--- src/rtl/uart_image_loader.sv ---
// Unpacks received UART bytes into one-bit pixel writes for the SNN input-image RAM.
// One byte becomes eight consecutive writes, LSB first, starting at address 0.
module uart_image_loader #(
    parameter int unsigned NUM_PIXELS = 784,
    parameter int unsigned ADDR_WIDTH = 10
) (
    input  logic                  i_clk,
    input  logic                  i_rst,
    input  logic                  i_rx_rdy,
    input  logic [7:0]            i_rx_data,
    input  logic                  i_load_ack,
    output logic                  o_ram_we,
    output logic [ADDR_WIDTH-1:0] o_ram_addr,
    output logic                  o_ram_data,
    output logic                  o_busy,
    output logic                  o_done,
    output logic                  o_overrun
);

    typedef enum logic [1:0] {StIdle, StShift, StDone} state_e;

    localparam logic [ADDR_WIDTH-1:0] LastPix = ADDR_WIDTH'(NUM_PIXELS - 1);

    state_e                r_state, w_next_state;
    logic [7:0]            r_sh, w_sh_d;
    logic [2:0]            r_b, w_b_d;
    logic [ADDR_WIDTH-1:0] r_p, w_p_d;
    logic [7:0]            r_hbuf, w_hbuf_d;
    logic                  r_hv, w_hv_d;
    logic                  r_we, w_we_d;
    logic [ADDR_WIDTH-1:0] r_addr, w_addr_d;
    logic                  r_data, w_data_d;
    logic                  r_done, w_done_d;
    logic                  r_ovr, w_ovr_d;

    logic w_last_bit, w_last_pix;
    assign w_last_bit = (r_b == 3'd7);
    assign w_last_pix = (r_p == LastPix);

    always_ff @(posedge i_clk or posedge i_rst) begin
        if (i_rst) begin
            r_state <= StIdle;
        end else begin
            r_state <= w_next_state;
        end
    end

    always_comb begin
        w_next_state = r_state;
        if (i_load_ack) begin
            w_next_state = StIdle;
        end else begin
            unique case (r_state)
                StIdle:  if (i_rx_rdy) w_next_state = StShift;
                StShift: begin
                    if (w_last_bit) begin
                        if (w_last_pix)              w_next_state = StDone;
                        else if (r_hv || i_rx_rdy)   w_next_state = StShift;
                        else                         w_next_state = StIdle;
                    end
                end
                StDone:  w_next_state = StDone;
                default: w_next_state = StIdle;
            endcase
        end
    end

    always_comb begin
        w_sh_d   = r_sh;
        w_b_d    = r_b;
        w_p_d    = r_p;
        w_hbuf_d = r_hbuf;
        w_hv_d   = r_hv;
        w_we_d   = 1'b0;
        w_addr_d = r_addr;
        w_data_d = r_data;
        w_done_d = r_done;
        w_ovr_d  = r_ovr;
        if (i_load_ack) begin
            w_p_d    = '0;
            w_hv_d   = 1'b0;
            w_done_d = 1'b0;
            w_ovr_d  = 1'b0;
        end else begin
            unique case (r_state)
                StIdle: begin
                    if (i_rx_rdy) begin
                        w_sh_d = i_rx_data;
                        w_b_d  = 3'd0;
                    end
                end
                StShift: begin
                    w_we_d   = 1'b1;
                    w_addr_d = r_p;
                    w_data_d = r_sh[r_b];
                    w_b_d    = r_b + 3'd1;
                    if (!w_last_pix) w_p_d = r_p + ADDR_WIDTH'(1);
                    if (w_last_bit && !w_last_pix && r_hv) begin
                        // Pop the hold reg; a byte arriving now refills it.
                        w_sh_d = r_hbuf;
                        w_hv_d = i_rx_rdy;
                        if (i_rx_rdy) w_hbuf_d = i_rx_data;
                    end else if (w_last_bit && !w_last_pix && i_rx_rdy) begin
                        w_sh_d = i_rx_data;
                    end else if (i_rx_rdy) begin
                        if (r_hv) begin
                            w_ovr_d = 1'b1;
                        end else begin
                            w_hbuf_d = i_rx_data;
                            w_hv_d   = 1'b1;
                        end
                    end
                    if (w_last_bit && w_last_pix) w_hv_d = 1'b0;
                end
                StDone:  w_done_d = 1'b1;
                default: w_done_d = r_done;
            endcase
        end
    end

    always_ff @(posedge i_clk or posedge i_rst) begin
        if (i_rst) begin
            r_sh   <= '0;
            r_b    <= '0;
            r_p    <= '0;
            r_hbuf <= '0;
            r_hv   <= 1'b0;
            r_we   <= 1'b0;
            r_addr <= '0;
            r_data <= 1'b0;
            r_done <= 1'b0;
            r_ovr  <= 1'b0;
        end else begin
            r_sh   <= w_sh_d;
            r_b    <= w_b_d;
            r_p    <= w_p_d;
            r_hbuf <= w_hbuf_d;
            r_hv   <= w_hv_d;
            r_we   <= w_we_d;
            r_addr <= w_addr_d;
            r_data <= w_data_d;
            r_done <= w_done_d;
            r_ovr  <= w_ovr_d;
        end
    end

    assign o_ram_we   = r_we;
    assign o_ram_addr = r_addr;
    assign o_ram_data = r_data;
    assign o_busy     = (r_state == StShift);
    assign o_done     = r_done;
    assign o_overrun  = r_ovr;

endmodule
--- config.mk ---
export PLATFORM = sky130hd
export DESIGN_NAME = uart_image_loader
export DESIGN_NICKNAME = d
export VERILOG_FILES = /design/src/rtl/uart_image_loader.sv
export SDC_FILE = /design/constraint.sdc
export NUM_CORES = 1
export LEC_CHECK = 0
export ABC_AREA = 1
export ABC_CLOCK_PERIOD_IN_PS = 2000
export CORE_MARGIN = 1
export CORE_UTILIZATION = 37
export DETAILED_ROUTE_END_ITERATION = 16
export PLACE_DENSITY = 0.58
export SYNTH_ARGS = -nofsm -noshare
export SYNTH_HDL_FRONTEND = slang
export SYNTH_SLANG_ARGS = --single-unit
export TNS_END_PERCENT = 100
--- constraint.sdc ---
create_clock -name i_clk -period 2 [get_ports i_clk]
set_input_delay 0.4 -clock i_clk [delete_from_list [all_inputs] [get_ports i_clk]]
set_output_delay 0.4 -clock i_clk [all_outputs]
set_load 0.01 [all_outputs]
==> images/port_nets.png <==
Drawn at 4 px/um.
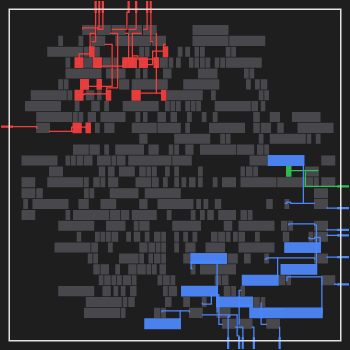
- blue: `o_ram_addr` (direction output; edge 5 bottom, 5 right; end cells 10; buffers 10; wire 197 um)
- green: `i_rx_rdy` (direction input; edge right; end cells 1; buffers 1; wire 20.2 um)
- red: `i_rx_data` (direction input; edge 7 top, 1 left; end cells 16; buffers 8; wire 198 um)
Top Ports: 27
PortBufs: 26

==> images/met2.png <==
Drawn at 4 px/um.
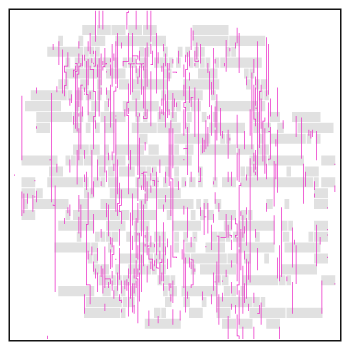
- nets with wire on the layer: 263
- wire length on this layer: 2310 um
met2 usage: 27.19%
vias: 2074
final wirelength: 5517 um

==> images/zoom.png <==
Window x 52 to 72, y 52 to 72 um. Cells in grey, sequential cells in the stronger grey; small squares are vias.
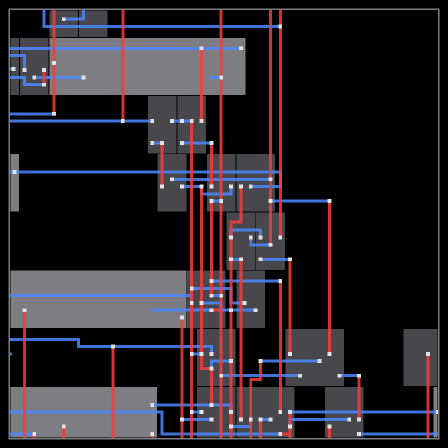
- red: met2
- blue: met1
- cells with their middle in the window: 18
- sequential cells in the window: 3
- most frequent: nor2_1 (6), o21ai_0 (4), dfrtp_1 (3)
- netlist names of flops here include: `r_sh` (2), `r_b` (1)

==> images/final_clocks.png <==
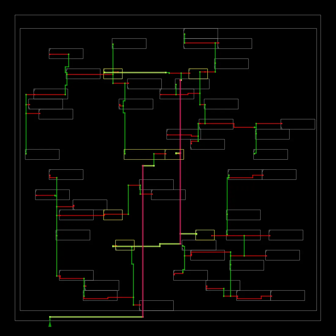
Late-Pin Clk Latency: 300 ps
# clk buffers: 6
clk_skew: 8.328 ps
P_clk: 707 uW

==> job_summary.md <==
## Synthesis and layout report

| Metric | Value |
|---|---|
| Wire length on met2 | `2310 um` |
| Simple-Gate Fraction of Synth Area | `36.10%` |
| Clock network area share | `3.838%` |
| Worst-Margin Slew | `415.4 ps` |
| Synthesized Nets | `308` |
| Worst VDD drop | `0.3922 mV` |
| Gr usage total | `19.24%` |
| CTS tree | `done` |
| Critical Path Max Stage Delay | `550 ps` |
| FP Util | `39.35%` |
| Slew margin rel. | `72.22%` |
| Pwr/cell area | `848.9 mW/mm^2` |
| Final TNS setup | `0 ps` |
| Reg2reg setup slack | `250 ps` |
| Unique cell types | `27` |
| Largest net degree at the start of global routing | `31` |
| Mapped Area | `0.002399 sq mm` |
| Max stage delay cell, worst path | `clkdlybuf4s50_1` |
| M1 WL | `2934 um` |
| Register area | `0.001151 sq mm` |
| Buffers, non-clock | `36` |
| Clock power frac | `28.4%` |
| Syn avg cell area | `8.186 sq um` |
| Final Cycle Share | `93.49%` |
| Yosys Instances | `293` |
| Non-clk buf share | `11.86%` |
| Vias in the first global route | `1963` |
| Gate Area | `0.001122 sq mm` |
| Router iterations before antenna repair | `4` |
| Most used DFF post-synth | `dfrtp_1` |
| Sequential power | `1200 uW` |
| Post-synthesis register bit count | `46` |
| Hold buffer count at cts | `0` |
| Reg-to-Reg Start | `r_b[0]` |
| Top non-seq family | `simple AND/OR/NAND/NOR gates` |
| Die width | `82.52 um` |
| Startpoint type of the worst setup path | `flop` |
| GR peak layer | `met1` |
| Most frequent logic cell in the layout | `nand2_1` |
| Post-CTS Setup Inserts | `0` |
| Internal | `1732 uW` |
| CTS clock-pin slew for the worst setup and hold paths | `80 ps` |
| Fin Hold WS | `399.1 ps` |
| R2r endpoint | `r_state[0]` |
| Row Count | `28` |
| Worst min-delay path class | `input pin to async pin` |
| Root buffer cell | `clkbuf_8` |
| Sequential element share of the synthesized area | `47.99%` |
| Crit path max-delay family | `buffers and inverters` |
| Number of fill cells | `638` |
| Grt met3 use | `3.626%` |
| Crit-path max FO | `5` |
| Crit-path cells | `inv_2, nor2_4, clkdlybuf4s50_1` |
| MaxCap Viol Count | `0` |
| Die height | `82.52 um` |
| Switching share of power | `30.48%` |
| Top Consumer | `sequential cells` |
| DR top layer | `met4` |
| Final Hold Violation Tally | `0` |
| First-pass GRT wire length | `9563 um` |
| # clock sinks | `46` |
| Arrival @ worst endpoint | `1470 ps` |
| Sequential share of power | `48.2%` |
| Flops | `46` |
| Area of the core | `0.006096 sq mm` |
| Async S/R FF share, synth | `100.0%` |
| List of most frequent post-synthesis cells | `nand2_1 (103), dfrtp_1 (46), nand4_1 (23)` |
| Mux frac, synth | `0%` |
| Overflow after GRT | `0` |
| Inverters | `27` |
| Crit end category | `output port` |
| Crit path kind | `flop to output port` |
| Yosys Chip Area | `0.002399 sq mm` |
| Tapcell Cnt | `75` |
| Nets | `347` |
| Max-area cell share | `47.99%` |
| Dpl ws | `65.05 ps` |
| Outcome | `finished clean` |
| Vias/cell | `5.096` |
| Most numerous cell in the Yosys netlist | `nand2_1` |
| Die Area | `0.006809 sq mm` |
| Final Worst Setup Slack | `130.2 ps` |
| Top Layout Cells | `nand2_1 (103), dfrtp_1 (46), clkdlybuf4s50_1 (26), nand4_1 (23)` |
| GRT met1 Usage | `28.96%` |
| CP Depth | `3` |
| Drc violations | `0` |
| Final non-filler cell total | `407` |
| Power Combinational | `583 uW` |
| Combinational gates | `216` |
| Critical Path RT | `1600 ps` |
| Placed cells | `398` |
| DRT iter0 DRCs | `138` |
| Post-synth EDFFs | `0` |
| Layout cell share with drive strength beyond 1 | `13.86%` |
| Routed Antenna Nets | `0` |
| Fin util | `48.13%` |
| H-tree depth | `2` |
| Seq area share | `39.23%` |
| # resized after CTS | `0` |
| Leakage | `0.001382 uW` |
| XOR/XNOR Area Share | `0%` |
| Yosys top cell by area | `dfrtp_1` |
| Area after DPL | `0.002806 sq mm` |
| Metal3 WL | `186 um` |
| Antenna violations before repair | `0` |
| Switching Power | `759.0 uW` |
| Post-Synth AOI/OAI Area | `9.129%` |
| Maximum clock frequency | `0.5348 GHz` |
| Final min period | `1870 ps` |
| Logic pwr share | `23.4%` |
| CTS Buf Count | `5` |
| Main area contributors after synthesis | `dfrtp_1 (48%), nand2_1 (16%), nand4_1 (6.0%)` |
| Adder Area Share | `1.565%` |
| Routed WL per cell | `13.56 um` |
| Number of synthesis warnings | `0` |
| Syn-to-layout area delta | `22.33%` |
| Antenna cell count | `0` |
| Biggest Area Class | `sequential cells` |
| Worst setup path endpoint | `o_busy` |
| Buf/Inv on CP | `2` |
| Final Power | `2491 uW` |
| Reg2reg path depth | `8` |
| Max Root-Sink Buffers | `2` |
| Mapped Cells | `293` |
| HPWL Detailed | `3974 um` |
| Comb/total area | `38.25%` |
| Total tool warning count | `26` |
| Setup-failing EPs final | `0` |
| Slew Limit Fails | `0` |
| CP startpoint | `r_state[0]` |
| RD Place Congestion | `0.7930` |
| RSZ-0062 raised after global routing | `no` |
Power figures rest on the tool's default switching activity, not on a simulated workload.
